==> src/rtl/render_pkg.sv <==
// Shared widths, register IDs, FSM encodings and the FIFO entry type for the
// render programmer chain head.
package render_pkg;

  localparam int X_W   = 11;
  localparam int Y_W   = 12;
  localparam int D_W   = 32;
  localparam int REG_W = 3;

  localparam logic [REG_W-1:0] REG_XCOORD = 3'd0;
  localparam logic [REG_W-1:0] REG_YCOORD = 3'd1;
  localparam logic [REG_W-1:0] REG_WIDTH  = 3'd2;
  localparam logic [REG_W-1:0] REG_HEIGHT = 3'd3;
  localparam logic [REG_W-1:0] REG_COLOR  = 3'd4;

  localparam logic [1:0] ST_ACTIVE  = 2'd0;
  localparam logic [1:0] ST_GUARD   = 2'd1;
  localparam logic [1:0] ST_PROGRAM = 2'd2;
  localparam logic [1:0] ST_HOLD    = 2'd3;

  typedef struct packed {
    logic [X_W-1:0]   shape;
    logic [REG_W-1:0] rid;
    logic [D_W-1:0]   data;
  } prog_entry_t;

  // Register IDs travel on the y field, zero-extended.
  function automatic logic [Y_W-1:0] reg_to_y(input logic [REG_W-1:0] r);
    return {{(Y_W-REG_W){1'b0}}, r};
  endfunction

endpackage

==> src/rtl/prog_fifo.sv <==
// First-word-fall-through FIFO of shape-register writes with occupancy count.
// A push at empty only becomes visible at the head on the following cycle.
module prog_fifo
  import render_pkg::*;
#(
  parameter int DEPTH = 8
) (
  input  logic                       clk,
  input  logic                       rst_n,
  input  logic                       push_i,
  input  prog_entry_t                din_i,
  input  logic                       pop_i,
  output prog_entry_t                dout_o,
  output logic                       full_o,
  output logic                       empty_o,
  output logic [$clog2(DEPTH):0]     count_o
);

  localparam int AW = $clog2(DEPTH);
  localparam logic [AW:0] FULL_CNT = (AW+1)'(DEPTH);

  prog_entry_t   mem_q [DEPTH];
  logic [AW-1:0] wr_ptr_q, wr_ptr_d;
  logic [AW-1:0] rd_ptr_q, rd_ptr_d;
  logic [AW:0]   count_q, count_d;
  logic          push_ok, pop_ok;

  assign empty_o = (count_q == '0);
  assign full_o  = (count_q == FULL_CNT);
  assign count_o = count_q;
  assign dout_o  = mem_q[rd_ptr_q];

  assign pop_ok  = pop_i && !empty_o;
  // A push at full is only safe when the head leaves in the same cycle.
  assign push_ok = push_i && (!full_o || pop_ok);

  always_comb begin
    wr_ptr_d = wr_ptr_q;
    rd_ptr_d = rd_ptr_q;
    count_d  = count_q;
    if (push_ok) wr_ptr_d = wr_ptr_q + 1'b1;
    if (pop_ok)  rd_ptr_d = rd_ptr_q + 1'b1;
    case ({push_ok, pop_ok})
      2'b10:   count_d = count_q + 1'b1;
      2'b01:   count_d = count_q - 1'b1;
      default: count_d = count_q;
    endcase
  end

  always_ff @(posedge clk) begin
    if (!rst_n) begin
      wr_ptr_q <= '0;
      rd_ptr_q <= '0;
      count_q  <= '0;
    end else begin
      wr_ptr_q <= wr_ptr_d;
      rd_ptr_q <= rd_ptr_d;
      count_q  <= count_d;
    end
  end

  always_ff @(posedge clk) begin
    if (push_ok) mem_q[wr_ptr_q] <= din_i;
  end

endmodule

==> src/rtl/render_programmer.sv <==
// Chain head that interleaves buffered shape-register writes into the pixel
// stream during blanking, with a guard delay and a per-interval beat limit.
module render_programmer
  import render_pkg::*;
#(
  parameter int          FIFO_DEPTH   = 8,
  parameter int          GUARD_CYCLES = 2,
  parameter int          MAX_BEATS    = 16,
  parameter logic [31:0] BG_COLOR     = 32'h0000_0000
) (
  input  logic            clk,
  input  logic            rst_n,
  input  logic            blank,
  input  logic [X_W-1:0]  pix_x,
  input  logic [Y_W-1:0]  pix_y,
  input  logic            wr_valid,
  output logic            wr_ready,
  input  logic [X_W-1:0]  wr_shape,
  input  logic [REG_W-1:0] wr_reg,
  input  logic [D_W-1:0]  wr_data,
  output logic            program_out,
  output logic [X_W-1:0]  x_out,
  output logic [Y_W-1:0]  y_out,
  output logic [D_W-1:0]  data_out,
  output logic [6:0]      pending,
  output logic            overflow,
  output logic [1:0]      dbg_state
);

  localparam int FAW = $clog2(FIFO_DEPTH);
  localparam logic [3:0] GUARD_INIT = 4'(GUARD_CYCLES);
  localparam logic [7:0] BEAT_MAX   = 8'(MAX_BEATS);

  logic [1:0]     state_q, state_d;
  logic [3:0]     guard_q, guard_d;
  logic [7:0]     beat_q, beat_d;
  logic           prog_q, prog_d;
  logic [X_W-1:0] x_q, x_d;
  logic [Y_W-1:0] y_q, y_d;
  logic [D_W-1:0] data_q, data_d;
  logic           ovf_q;

  logic           fifo_pop, fifo_full, fifo_empty;
  logic [FAW:0]   fifo_count;
  prog_entry_t    fifo_head, fifo_in;

  // Host write handshake: a write transfers on a rising edge where wr_valid
  // and wr_ready are both high; wr_ready depends only on FIFO occupancy.
  assign wr_ready = !fifo_full;
  assign fifo_in  = '{shape: wr_shape, rid: wr_reg, data: wr_data};

  prog_fifo #(.DEPTH(FIFO_DEPTH)) u_fifo (
    .clk     (clk),
    .rst_n   (rst_n),
    .push_i  (wr_valid && wr_ready),
    .din_i   (fifo_in),
    .pop_i   (fifo_pop),
    .dout_o  (fifo_head),
    .full_o  (fifo_full),
    .empty_o (fifo_empty),
    .count_o (fifo_count)
  );

  always_comb begin
    state_d  = state_q;
    guard_d  = guard_q;
    beat_d   = beat_q;
    fifo_pop = 1'b0;
    prog_d   = 1'b0;
    x_d      = pix_x;
    y_d      = pix_y;
    data_d   = BG_COLOR;
    case (state_q)
      ST_ACTIVE: begin
        if (blank) begin
          guard_d = GUARD_INIT;
          beat_d  = '0;
          state_d = (GUARD_CYCLES == 0) ? ST_PROGRAM : ST_GUARD;
        end
      end
      ST_GUARD: begin
        if (!blank) begin
          state_d = ST_ACTIVE;
        end else begin
          guard_d = guard_q - 1'b1;
          if (guard_q <= 4'd1) state_d = ST_PROGRAM;
        end
      end
      ST_PROGRAM: begin
        // Leaving blanking wins over a pop so no beat lands in active video.
        if (!blank) begin
          state_d = ST_ACTIVE;
        end else if (!fifo_empty) begin
          fifo_pop = 1'b1;
          prog_d   = 1'b1;
          x_d      = fifo_head.shape;
          y_d      = reg_to_y(fifo_head.rid);
          data_d   = fifo_head.data;
          beat_d   = beat_q + 1'b1;
          if (beat_q + 8'd1 == BEAT_MAX) state_d = ST_HOLD;
        end
      end
      ST_HOLD: begin
        if (!blank) state_d = ST_ACTIVE;
      end
      default: state_d = ST_ACTIVE;
    endcase
  end

  always_ff @(posedge clk) begin
    if (!rst_n) begin
      state_q <= ST_ACTIVE;
      guard_q <= '0;
      beat_q  <= '0;
      prog_q  <= 1'b0;
      x_q     <= '0;
      y_q     <= '0;
      data_q  <= BG_COLOR;
      ovf_q   <= 1'b0;
    end else begin
      state_q <= state_d;
      guard_q <= guard_d;
      beat_q  <= beat_d;
      prog_q  <= prog_d;
      x_q     <= x_d;
      y_q     <= y_d;
      data_q  <= data_d;
      ovf_q   <= ovf_q | (wr_valid && !wr_ready);
    end
  end

  assign program_out = prog_q;
  assign x_out       = x_q;
  assign y_out       = y_q;
  assign data_out    = data_q;
  assign pending     = 7'(fifo_count);
  assign overflow    = ovf_q;
  assign dbg_state   = state_q;

endmodule

==> config.mk <==
export PLATFORM = sky130hd
export DESIGN_NAME = render_programmer
export DESIGN_NICKNAME = d
export VERILOG_FILES = /design/src/rtl/render_pkg.sv /design/src/rtl/prog_fifo.sv /design/src/rtl/render_programmer.sv
export SDC_FILE = /design/constraint.sdc
export NUM_CORES = 1
export LEC_CHECK = 0
export ABC_AREA = 1
export CAP_MARGIN = 0
export CORE_ASPECT_RATIO = 1.25
export CORE_UTILIZATION = 58
export CTS_CLUSTER_SIZE = 14
export DETAILED_ROUTE_END_ITERATION = 6
export PLACE_DENSITY = 0.9
export SYNTH_ARGS = -nofsm -noshare
export SYNTH_HDL_FRONTEND = slang
export SYNTH_SLANG_ARGS = --single-unit
==> constraint.sdc <==
create_clock -name clk -period 5.1 [get_ports clk]
set_input_delay 1.53 -clock clk [delete_from_list [all_inputs] [get_ports clk]]
set_output_delay 1.53 -clock clk [all_outputs]
set_load 0.05 [all_outputs]
==> flow_summary.toml <==
# physical design summary
[cells_and_area]
final_common_cell = "edfxtp_1"
n_clock_buffer = 67
flops = 452
buffer_area_share_pct = 7.74
comb.multi_input.count = 757
layout.non_clock_inverters = 50
num-nets-final = 1537
largestClassByArea = "registers"
buffers = 153
n_antenna_cell = 0
utilization_pct = 70.0
final_cells = 1880
mi_logic_area_sq_um = 3760

[floorplan]
dieArea_sq_um = 30100
rows = 69
die_y_um = 194
die_w_um = 155

[timing]
clock.fmax_mhz = 274
relSlewSlack_pct = 10.4
slew_viol_final = 0
rsz0062_at_grt = "false"
whs_ns = 0.468
setup_tns_ns = 0
finalHoldViolCount = 0
worst_pin_slew_ns = 1.34
setup_viol = 0

[worst_hold_path]
worstHoldStart = "u_fifo.rd_ptr_q[2]$_SDFFE_PN0P_"

[yosys]
ys_area_sq_um = 17000
yosysWarnings = 0
synth.cellmix.compoundShare_pct = 11.5
synth-edff-count = 368
post-synth-top-count-cell = "edfxtp_1"
ys_seq_elements = 452
ys_cells = 1340
syn_avg_cell_area_sq_um = 12.7
netlist_top_cells_count = "edfxtp_1 (368), nor2_1 (281), o21ai_0 (212), dfxtp_1 (84), nand2_1 (53)"
ys_seq_share_pct = 74.8
synth.largest_area_cell = "edfxtp_1"
yosys.area_share.simple_pct = 9.46

[routing]
viasPerCell = 6.09
first_pass_iters = 7
ant_nets = 0
route.detailed.drc = 1
topRoutingLayerUsed = "met5"

[placed_design]
place.gp.congestion = 0.818
port_buffers = 136
placement.cell_area_sq_um = 18700
dpl.hpwl_mm = 22.0
post-place-cells = 1802
post-place-ws_ns = 1.08

[worst_setup_path]
rrSetupSlack_ns = 2.10
critPathMaxFanout = 7
path_class = "flip-flop to output pin"
timing.rr.end = "data_out[14]$_SDFF_PP0_"
critPathCapture = "wr_ready"
r2r_cells = 6

[status]
status = "finished with violations"
violations = "DRC"

[global_route]
grt_antenna_before_repair = 1
grt.busiest_layer = "met2"
grt_max_degree = 140
grt.total_usage_pct = 26.7
grt_util_met3_pct = 4.10
met1_usage_pct = 33.5
grt_pass1_wl_mm = 61.8

[power]
p_sw_share_pct = 23.7
total_power_mw = 7.89
p_switching_mw = 1.87
p_int_mw = 6.03
p_seq_share_pct = 52.8
combinationalPowerShare_pct = 9.0
vdd_drop_max_v = 0.000350
clkPwrFrac_pct = 38.2

[clock_tree]
cts-root-buf = "clkbuf_16"
clk_pin_slew_worst_paths_ns = 0.06
cts-resized-gates = 0

[flow_run]
maxCapViolCount = 0
## critical path, cell delays in order (launching register included)
cell and delay, ns:
dfxtp_1 0.46, inv_1 0.07, nand2_1 0.10, inv_1 0.06, nand3_1 0.08, clkdlybuf4s50_1 0.80
## power groups by stage
stage / logic, mW / clock network [mW] / registers [mW]
global placement: 0.663 / 0 / 4.24
finish: 0.713 / 3.01 / 4.17
global route: 0.773 / 3.17 / 4.17
CTS: 0.708 / 3.04 / 4.17
detailed placement: 0.695 / 0 / 4.24
floorplan: 0.343 / 0 / 4.33
## sequential cells by signal (all words and copies together) (netlist names), named ones only
name,flops
beat_q,8
data_out,32
dbg_state,2
guard_q,4
overflow,1
program_out,1
u_fifo.count_o,4
u_fifo.mem_q,368
u_fifo.rd_ptr_q,3
u_fifo.wr_ptr_q,3
x_out,11
y_out,12
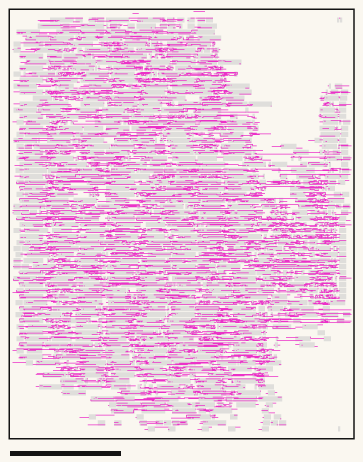
**Above:** met1 routing.
Scale bar: 50 um.
nets with wire on the layer: 1431
share of all routed wire: 36%
wire length on this layer: 14400 um

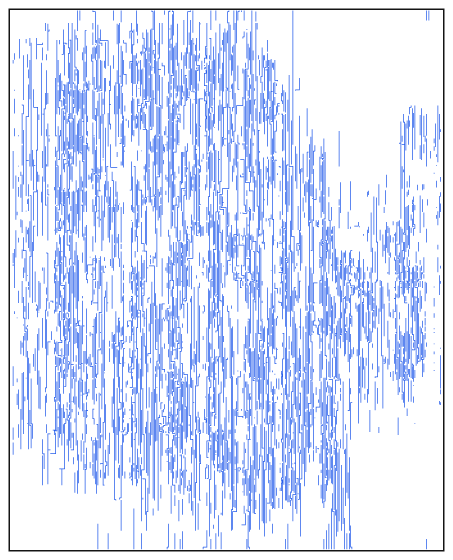
**Above:** M2 wires.
nets with wire on the layer: 1322
share of all routed wire: 52%
longest straight run: 70.0 um
wire length on this layer: 20.7 mm
main direction: vertical
Routed WL: 39.9 mm
met2 Track Usage GR: 47.0%

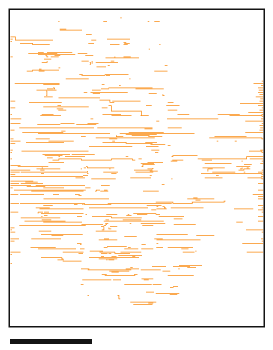
**Above:** met3 routing.
Scale bar: 50 um.
share of all routed wire: 9.5%
wire length on this layer: 3780 um
longest straight run: 45.5 um

No activity file was given, so power comes from the tool's default toggle rates.
